$ cat src/rtl/rf_wb_sched.sv
// Register-file write-port scheduler: WB stage vs. a 2-entry multi-cycle result buffer.
// The optional hazard scoreboard is built only when RF_WB_SCOREBOARD_EN is defined.
module rf_wb_sched #(
    parameter int STARVE_MAX = 3,
    parameter int MAX_OUT    = 4
) (
    input  logic        clk,
    input  logic        rst_n,
    input  logic        pipe_we,
    input  logic [4:0]  pipe_wr,
    input  logic [31:0] pipe_wd,
    output logic        pipe_hold,
    input  logic        mc_issue,
    input  logic [4:0]  mc_rd,
    output logic        mc_issue_ok,
    input  logic        mc_valid,
    output logic        mc_ready,
    input  logic [4:0]  mc_wr,
    input  logic [31:0] mc_wd,
    input  logic [4:0]  rs1,
    input  logic [4:0]  rs2,
    output logic        busy_rs1,
    output logic        busy_rs2,
    output logic        rf_we,
    output logic [4:0]  rf_wR,
    output logic [31:0] rf_wD
);

    localparam int SW = (STARVE_MAX < 1) ? 1 : $clog2(STARVE_MAX + 1);
    localparam int OW = (MAX_OUT < 1) ? 1 : $clog2(MAX_OUT + 1);
    localparam logic [SW-1:0] STARVE_LIM = SW'(STARVE_MAX);
    localparam logic [OW-1:0] OUT_LIM    = OW'(MAX_OUT);

    logic [4:0]    buf_wr_q [2];
    logic [31:0]   buf_wd_q [2];
    logic          rd_ptr_q, wr_ptr_q;
    logic [1:0]    count_q, count_d;
    logic [SW-1:0] starve_q, starve_d;
    logic [OW-1:0] out_q, out_d;

    logic          empty_s, full_s, push_s, pop_s, forced_s, wb_take_s, issue_acc_s;
    logic [4:0]    head_wr_s;
    logic [31:0]   head_wd_s;
    logic          rd_busy_s;

`ifdef RF_WB_SCOREBOARD_EN
    logic [31:0]   busy_q, busy_d;

    assign rd_busy_s = busy_q[mc_rd];
    assign busy_rs1  = busy_q[rs1];
    assign busy_rs2  = busy_q[rs2];
`else
    logic          unused_s;

    assign unused_s  = ^{mc_rd, rs1, rs2};
    assign rd_busy_s = 1'b0;
    assign busy_rs1  = 1'b0;
    assign busy_rs2  = 1'b0;
`endif

    assign mc_ready    = !full_s;
    assign mc_issue_ok = (out_q < OUT_LIM) && !rd_busy_s;

    // Port arbitration; a forced head overrides WB, otherwise WB has priority.
    always_comb begin
        empty_s     = (count_q == 2'd0);
        full_s      = (count_q == 2'd2);
        head_wr_s   = buf_wr_q[rd_ptr_q];
        head_wd_s   = buf_wd_q[rd_ptr_q];
        forced_s    = !empty_s && (starve_q == STARVE_LIM);
        wb_take_s   = pipe_we && !forced_s;
        pop_s       = !empty_s && !wb_take_s;
        push_s      = mc_valid && !full_s;
        issue_acc_s = mc_issue && mc_issue_ok;
        pipe_hold   = rst_n && forced_s && pipe_we;
        rf_we       = 1'b0;
        rf_wR       = 5'd0;
        rf_wD       = 32'd0;
        // Reset gating keeps the write port quiet even if WB drives during reset.
        if (!rst_n) begin
            rf_we = 1'b0;
        end else if (wb_take_s) begin
            rf_we = (pipe_wr != 5'd0);
            rf_wR = pipe_wr;
            rf_wD = pipe_wd;
        end else if (pop_s) begin
            rf_we = (head_wr_s != 5'd0);
            rf_wR = head_wr_s;
            rf_wD = head_wd_s;
        end else begin
            rf_we = 1'b0;
        end
    end

    // Next-state for occupancy, starvation and outstanding counters.
    always_comb begin
        count_d  = count_q;
        starve_d = starve_q;
        out_d    = out_q;
        case ({push_s, pop_s})
            2'b10:   count_d = count_q + 2'd1;
            2'b01:   count_d = count_q - 2'd1;
            default: count_d = count_q;
        endcase
        if (pop_s || empty_s) begin
            starve_d = {SW{1'b0}};
        end else if (wb_take_s && (starve_q != STARVE_LIM)) begin
            starve_d = starve_q + SW'(1);
        end else begin
            starve_d = starve_q;
        end
        // A stray result with nothing outstanding must not wrap the counter.
        case ({issue_acc_s, pop_s})
            2'b10:   out_d = out_q + OW'(1);
            2'b01:   out_d = (out_q != {OW{1'b0}}) ? out_q - OW'(1) : out_q;
            default: out_d = out_q;
        endcase
    end

`ifdef RF_WB_SCOREBOARD_EN
    // Scoreboard next-state: clear on matching pop, then set so set wins.
    always_comb begin
        busy_d = busy_q;
        if (pop_s && (head_wr_s != 5'd0)) begin
            busy_d[head_wr_s] = 1'b0;
        end else begin
            busy_d = busy_q;
        end
        if (issue_acc_s && (mc_rd != 5'd0)) begin
            busy_d[mc_rd] = 1'b1;
        end else begin
            busy_d[0] = 1'b0;
        end
        busy_d[0] = 1'b0;
    end

    // Scoreboard register.
    always_ff @(posedge clk or negedge rst_n) begin
        if (!rst_n) begin
            busy_q <= 32'd0;
        end else begin
            busy_q <= busy_d;
        end
    end
`endif

    // Buffer storage, pointers and counters.
    always_ff @(posedge clk or negedge rst_n) begin
        if (!rst_n) begin
            buf_wr_q[0] <= 5'd0;
            buf_wr_q[1] <= 5'd0;
            buf_wd_q[0] <= 32'd0;
            buf_wd_q[1] <= 32'd0;
            rd_ptr_q    <= 1'b0;
            wr_ptr_q    <= 1'b0;
            count_q     <= 2'd0;
            starve_q    <= {SW{1'b0}};
            out_q       <= {OW{1'b0}};
        end else begin
            if (push_s) begin
                buf_wr_q[wr_ptr_q] <= mc_wr;
                buf_wd_q[wr_ptr_q] <= mc_wd;
                wr_ptr_q           <= ~wr_ptr_q;
            end
            if (pop_s) begin
                rd_ptr_q <= ~rd_ptr_q;
            end
            count_q  <= count_d;
            starve_q <= starve_d;
            out_q    <= out_d;
        end
    end

endmodule

$ cat config.mk
export PLATFORM = sky130hd
export DESIGN_NAME = rf_wb_sched
export DESIGN_NICKNAME = d
export VERILOG_FILES = /design/src/rtl/rf_wb_sched.sv
export SDC_FILE = /design/constraint.sdc
export NUM_CORES = 1
export LEC_CHECK = 0
export ABC_AREA = 1
export CORE_UTILIZATION = 43
export DETAILED_ROUTE_END_ITERATION = 7
export PLACE_DENSITY = 0.78
export SKIP_CTS_REPAIR_TIMING = 1
export SYNTH_ARGS = -nofsm -noshare
export SYNTH_HDL_FRONTEND = slang
export SYNTH_SLANG_ARGS = --single-unit
$ cat constraint.sdc
create_clock -name clk -period 1.5 [get_ports clk]
set_input_delay 0.225 -clock clk [delete_from_list [all_inputs] [get_ports clk]]
set_output_delay 0.225 -clock clk [all_outputs]
set_load 0.01 [all_outputs]
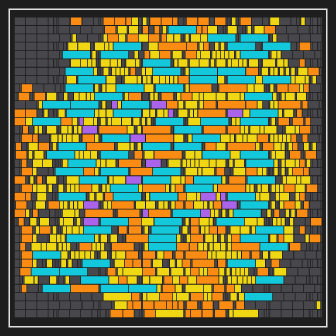
(run_1/placement_by_type.png)
Fill, decap, tap and diode cells in gray.
- yellow: combinational and other logic (cells 472; share of their area 38%)
- orange: other buffers and delay cells (cells 203; share of their area 30%)
- cyan: flops (cells 83; share of their area 29%)
- purple: clock drivers and dummy loads (cells 16; share of their area 2.4%)

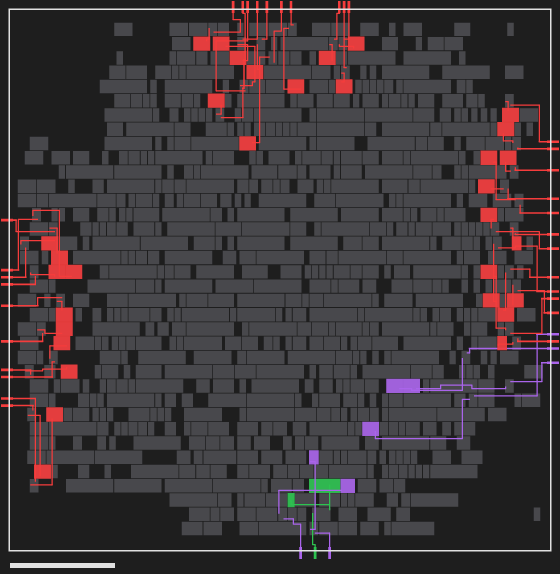
(run_1/io_fan.png)
Scale bar: 20 µm.
- purple: `rf_wR` (bits 5; direction output; end cells 5; wire 162 µm)
- green: `pipe_we` (bits 1; direction input; end cells 2; wire 20.0 µm)
- red: `rf_wD` (bits 32; direction output; end cells 32; wire 566 µm)

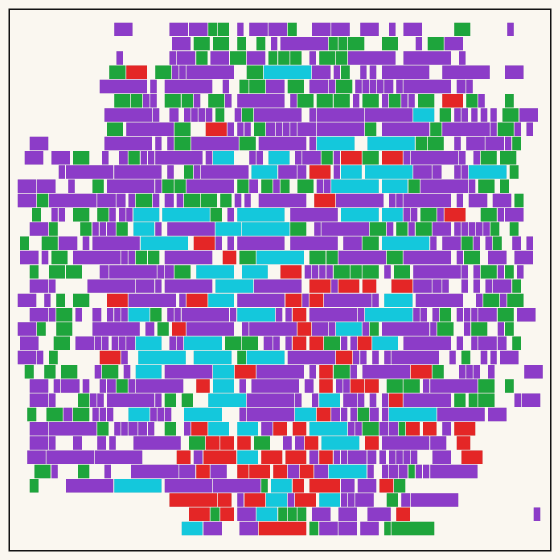
(run_1/sizes.png)
- red: _3 and _4 cells (cells 70; share 9.0%; most used buf_4)
- green: _2 cells (cells 183; share 24%; most used nand2_2)
- cyan: _6 and larger (cells 59; share 7.6%; most used buf_6)
- purple: _0 and _1 cells (cells 462; share 60%; most used nand2_1)

==> summary.txt, run 1 <==
yosys + openroad results -> number of top-level pins 137, # Max-Cap Violations 0, maximum root-to-sink buffer count 2, via count 4803, HPWL after detailed placement 8.362 mm, count of synthesis-stage warnings from yosys 0, type of the worst setup path reg2out, Global Route met3 Usage 4.339%, share of the core filled with cells in the final layout 73.73%, Critical Path End Type primary output, yosys cell count 590, Clock power frac 10.8%, root buf cell sky130_fd_sc_hd__clkbuf_8, via density per instance 5.295, Regs by FF count buf_wd_q x64, buf_wr_q x10, out_q x3, H-tree Lvls 3, top library cells by usage in the layout, fill and taps aside sky130_fd_sc_hd__nand2_1, sky130_fd_sc_hd__dfrtp_1, sky130_fd_sc_hd__clkdlybuf4s50_1, sky130_fd_sc_hd__nand2_2, sky130_fd_sc_hd__o21ai_2, sequential group share of total power 31.0%, Period minus WS final 2.146 ns, Worst Reg2Reg Path Length in Cells 11, reg-to-reg startpoint starve_q[0], post-route non-filler standard cell count 907, endpoint of the lowest-slack register-to-register path count_q[1], final tally of hold violations 0, Final Worst Setup Slack -0.6463 ns, # rows 36, # placed instances 850, CP delay by family, top buffers and inverters, group drawing the most power combinational logic, count of flip-flops with a built-in enable after synthesis 0, met1 WL 5.931 mm, pin count of the biggest net entering global routing 43, Horiz. Die Dim 103.0 µm, Crit Path Max Fanout 6, failing checks setup timing, Post-Route WL 15.37 mm, total number of nets in the final design 866, main flop type after synthesis sky130_fd_sc_hd__dfrtp_1, Placer Congestion 0.8549, GR Util met2 38.36%, core area 9819 µm², floorplan core density 44.65%, number of synthesized register bits 83, Adder Share, Synth 1.027%, power spent charging and discharging nets 5.749 mW, insertion delay at the late pin of the worst-skew pair 0.35 ns, total number of cells along the worst setup path 10, area of the synthesized netlist per yosys stat 4384 µm², Hold Slack 0.3597 ns, Combinational Power 7.85 mW, Worst Path Required 1.27 ns, first drt pass iteration count 4, area delta synth->final 65.13%, top metal layer carrying routed signals met4, Antenna Diode Count 0, cell area after layout 7239 µm², cell-internal power 7.740 mW, fraction of registers with async set or reset after synthesis 100.0%, total clock buffers created by CTS 9, CTS tree built, most heavily used metal layer in global routing met2, number of nets with antenna violations after detailed routing 0, fraction of layout instances using a drive strength above 1 40.31%, y dimension of the die 103.0 µm, Design Power 13.49 mW, setup repair after global routing missed its margin yes, Data arrival, critical path 1.92 ns, type of element launching the critical path flip-flop, final count of pins violating max slew 0, power in sequential cells 4.18 mW, worst-case register-to-register setup slack -0.47 ns, OpenROAD warning count 43, Placed Area 6150 µm², Die Size 10600 µm², total power per unit cell area 1863 nW/µm², first element of the critical path starve_q[1], flip-flop count of the largest register, all copies and words added 64, met1 track demand over resource in global routing 29.66%, Worst Path Buf+Inv 5, largest register by flop count buf_wd_q, critical path's slowest cell sky130_fd_sc_hd__dfrtp_1, XOR-XNOR Cells, Area Fraction 0.7991%, combined global-route utilization of all metal layers 22.55%, Final Setup Violations 121, result of the run complete, but fails checks, clk sinks 83, clock edge transition at the registers on the reported setup and hold paths 0.08 ns, antenna violations before repair 0, vias in the first global route 3997, portion of the clock cycle consumed by the worst path in the final layout 143.1%, worst hold path type in2async, average instance area after synthesis 7.431 µm², area fraction in mux cells 0%, combinational group share of total power 58.2%, cell count after synthesis 590, worst IR drop on VDD 0.8214 mV, area fraction in compound gates 15.67%, length of routed met2 wiring 7.823 mm, GRT overflow 0, port buffer count 119, worst clock skew 0.007629 ns, drt first-iter violations 189, average wire per cell in the routed design 16.94 µm, sum of negative setup slack -32.16 ns, Clock net power 1.46 mW, met3 wire len 1.139 mm, CP cell instances ha_4, inv_4, nor2_4, nor2_4, buf_6, buf_12, clkbuf_16, nand2_2, a21oi_2, buf_2, pre-CTS worst setup slack -0.8197 ns, end point of the critical path rf_wD[15], portion of the post-synthesis area used by sequential elements 47.37%, delay of the slowest critical-path stage 0.42 ns, achievable clock frequency 0.4659 GHz, global-route wire length before repair 18.66 mm, drt drc 0, cell repeated most along the worst path sky130_fd_sc_hd__nor2_4
run 1: final cells by class:
type,count,area (µm²)
Fill cell,675,2580
Multi-Input combinational cell,421,2502
Timing Repair Buffer,203,2127
Sequential cell,83,2077
Inverter,51,196.4
Tap cell,133,166.4
Clock buffer,11,141.4
Clock inverter,5,28.78
run 1: synthesized netlist by cell type, types with 2 or more instances:
cell / count / area, µm²
sky130_fd_sc_hd__inv_2: 2 / 7.510
sky130_fd_sc_hd__ha_1: 2 / 25.02
sky130_fd_sc_hd__nand3_1: 6 / 30.03
sky130_fd_sc_hd__clkbuf_1: 8 / 30.03
sky130_fd_sc_hd__inv_1: 49 / 183.9
sky130_fd_sc_hd__o21ai_1: 10 / 50.05
sky130_fd_sc_hd__buf_2: 8 / 40.04
sky130_fd_sc_hd__nand2_2: 2 / 12.51
sky130_fd_sc_hd__nor2_1: 6 / 22.52
sky130_fd_sc_hd__xor2_1: 3 / 26.28
sky130_fd_sc_hd__buf_6: 7 / 78.83
sky130_fd_sc_hd__a21oi_1: 39 / 195.2
sky130_fd_sc_hd__o21ai_2: 20 / 175.2
sky130_fd_sc_hd__dfrtp_1: 83 / 2077
sky130_fd_sc_hd__buf_4: 6 / 45.04
sky130_fd_sc_hd__o21ai_0: 47 / 235.2
sky130_fd_sc_hd__nor3_1: 2 / 10.01
sky130_fd_sc_hd__nand2_1: 271 / 1017
sky130_fd_sc_hd__buf_1: 7 / 26.28
run 1: cells by family (layout without fill, tap and decap cells):
family	Yosys count	after routing
fa+ha+maj	3	3
other cells	1	2
buf+inv	88	270
simple gates	291	292
compound gates	120	120
xor+xnor	4	4
flops	83	83
==> run 2, diff against run 1 <==
--- a/config.mk
+++ b/config.mk
@@ -6,8 +6,10 @@
 export NUM_CORES = 1
 export LEC_CHECK = 0
 export ABC_AREA = 1
+export CAP_MARGIN = 30
 export CORE_UTILIZATION = 43
 export DETAILED_ROUTE_END_ITERATION = 7
+export GPL_TIMING_DRIVEN = 0
 export PLACE_DENSITY = 0.78
 export SKIP_CTS_REPAIR_TIMING = 1
 export SYNTH_ARGS = -nofsm -noshare
==> summary.txt, run 2 <==
yosys + openroad results -> number of nets with antenna violations after detailed routing 0, combined global-route utilization of all metal layers 23.33%, delay of the slowest critical-path stage 0.43 ns, Synth top area share 47.37%, # rows 36, flip-flop count of the largest register, all copies and words added 64, Clock power frac 13.8%, # placed instances 844, power spent charging and discharging nets 4.597 mW, largest area contributor in the netlist sky130_fd_sc_hd__dfrtp_1, CTS tree built, Combinational Power 5.60 mW, sum of negative setup slack -23.83 ns, fraction of layout instances using a drive strength above 1 26.70%, Final Setup Violations 58, worst clock skew 0.01014 ns, OpenROAD warning count 43, pin count of the biggest net entering global routing 70, Adder Share, Synth 1.027%, top logic cell by instance count in the layout sky130_fd_sc_hd__nand2_1, clk sinks 83, setup repair after global routing missed its margin yes, Regs by FF count buf_wd_q x64, buf_wr_q x10, out_q x3, top library cells by usage in the layout, fill and taps aside sky130_fd_sc_hd__nand2_1, sky130_fd_sc_hd__dfrtp_1, sky130_fd_sc_hd__clkdlybuf4s50_1, sky130_fd_sc_hd__inv_1, sky130_fd_sc_hd__buf_2, Design Power 11.07 mW, achievable clock frequency 0.4659 GHz, total number of nets in the final design 842, average instance area after synthesis 7.431 µm², # Max-Cap Violations 0, GRT overflow 0, number of top-level pins 137, via density per instance 5.084, worst hold path type in2reg, Horiz. Die Dim 103.0 µm, most instantiated cells after synthesis sky130_fd_sc_hd__nand2_1, sky130_fd_sc_hd__dfrtp_1, sky130_fd_sc_hd__inv_1, insertion delay at the late pin of the worst-skew pair 0.35 ns, result of the run complete, but fails checks, total power per unit cell area 1724 nW/µm², global-route wire length before repair 19.10 mm, port buffer count 119, Antenna Diode Count 0, count of synthesis-stage warnings from yosys 0, Post-Route WL 13.08 mm, combinational group share of total power 50.6%, number of synthesized register bits 83, Crit Path Max Fanout 5, first drt pass iteration count 5, type of element launching the critical path flip-flop, post-route non-filler standard cell count 882, final tally of hold violations 0, Placer Congestion 0.8273, maximum root-to-sink buffer count 2, core area 9819 µm², Critical Path End Type primary output, critical path's slowest cell sky130_fd_sc_hd__dfrtp_1, Final Worst Setup Slack -0.6463 ns, total clock buffers created by CTS 9, average wire per cell in the routed design 14.83 µm, portion of the clock cycle consumed by the worst path in the final layout 143.1%, CP delay by family, top buffers and inverters, Period minus WS final 2.146 ns, area fraction in mux cells 0%, vias in the first global route 4148, drt first-iter violations 227, via count 4484, floorplan core density 44.65%, group drawing the most power combinational logic, yosys cell count 590, area delta synth->final 46.46%, XOR-XNOR Cells, Area Fraction 0.7991%, worst IR drop on VDD 0.6541 mV, final count of pins violating max slew 0, fraction of registers with async set or reset after synthesis 100.0%, root buf cell sky130_fd_sc_hd__clkbuf_8, Post-synth area hogs sky130_fd_sc_hd__dfrtp_1, sky130_fd_sc_hd__nand2_1, sky130_fd_sc_hd__o21ai_0, sky130_fd_sc_hd__a21oi_1, sky130_fd_sc_hd__inv_1, y dimension of the die 103.0 µm, count of flip-flops with a built-in enable after synthesis 0, Worst Path Required 1.27 ns, net switching share of the total power 41.53%, power in sequential cells 3.94 mW, cell-internal power 6.471 mW, H-tree Lvls 3, Clock net power 1.53 mW, Data arrival, critical path 1.92 ns, failing checks setup timing, antenna violations before repair 0, clock edge transition at the registers on the reported setup and hold paths 0.08 ns, combinational family with the most area after synthesis simple AND/OR/NAND/NOR gates, cell count after synthesis 590, portion of the post-synthesis area used by sequential elements 47.37%, pre-CTS worst setup slack -0.9743 ns, HPWL after detailed placement 8.685 mm, main flop type after synthesis sky130_fd_sc_hd__dfrtp_1, CP cell instances ha_4, inv_4, nor2_4, nor2_4, clkbuf_16, clkbuf_16, nand2_2, a21oi_2, buf_2, area of the synthesized netlist per yosys stat 4384 µm², type of the worst setup path reg2out, largest register by flop count buf_wd_q, Die Size 10600 µm², area fraction in compound gates 15.67%, library cell with the highest instance count after synthesis sky130_fd_sc_hd__nand2_1, sequential group share of total power 35.6%, Worst Path Buf+Inv 4
run 2: cell counts after synthesis:
Identical to the previous run, type by type.
run 2: area by class of cell:
cell class | instances | area [µm²]
Buffer | 36 | 295.3
Clock buffer | 12 | 135.1
Clock inverter | 3 | 40.04
Fill cell | 892 | 3398
Inverter | 51 | 193.9
Multi-Input combinational cell | 420 | 2170
Sequential cell | 83 | 2078
Tap cell | 133 | 166.4
Timing Repair Buffer | 144 | 1343
run 2: kinds of logic after synthesis:
logic type               count (synthesis)
XOR/XNOR                                 4
flip-flops                              83
AND-OR/OR-AND                          120
adder cells (fa/ha/maj)                  3
other                                    1
buffers and inverters                   88
AND/OR/NAND/NOR                        291
run 2: worst paths after layout:
check | depth (start not counted) | slack (ns) | startpoint | endpoint
hold / removal | 3 | 0.43 | mc_wd[27] | buf_wd_q[59]
max in group asynchronous | 2 | 0.47 | rst_n | count_q[0]
setup / recovery | 9 | -0.65 | starve_q[0] | rf_wD[28]
hold reg to reg | 2 | 0.47 | out_q[2] | out_q[2]
min in group asynchronous | 2 | 0.50 | rst_n | out_q[0]
setup reg to reg | 9 | -0.29 | count_q[0] | count_q[1]
run 2: per-stage QoR:
step | utilization, % | area, µm² | hold WS, ns
final | 65.39 | 6421 | 0.4261
after global routing | 65.39 | 6421 | 0.4333
after CTS | 61.90 | 6078 | -0.2642
after detailed placement | 60.12 | 5903 | 0.1161
after global placement | 59.86 | 5878 | 0.4330
after floorplan | - | 4521 | -0.07059
run 2: metal layers:
metal	GRT usage [%]	up-vias	part of all wire [%]
met2	39.69	185	50
met1	30.72	2132	41
met5	0	-	0
met4	5.200	0	1.0
li1	-	2150	-
met3	4.881	17	7.9
run 2: tightest hold or removal path, delay by kind of cell:
kind            cells  cell delay (ns)
compound gates      1             0.06
buf+inv             2             0.45
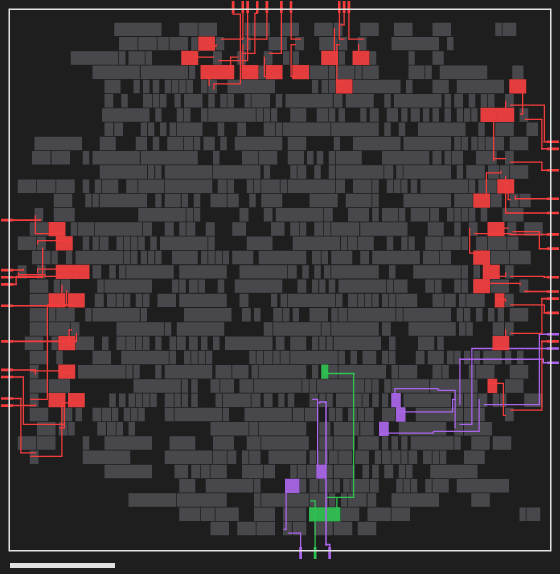
(run_2/io_fan.png)
Scale bar: 20 µm.
- green: `pipe_we` (bits 1; direction input; end cells 2; wire 48.3 µm)
- purple: `rf_wR` (bits 5; direction output; end cells 5; wire 200 µm)
- red: `rf_wD` (bits 32; direction output; end cells 32; wire 537 µm)

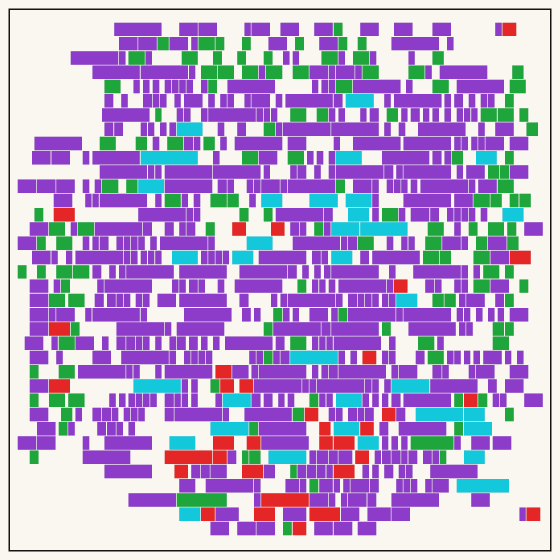
(run_2/sizes.png)
- purple: _0 and _1 cells (cells 549; share 73%; most used nand2_1)
- green: _2 cells (cells 133; share 18%; most used buf_2)
- red: _3 and _4 cells (cells 33; share 4.4%; most used buf_4)
- cyan: _6 and larger (cells 34; share 4.5%; most used buf_6)

Power is estimated from default activity; no workload was simulated.
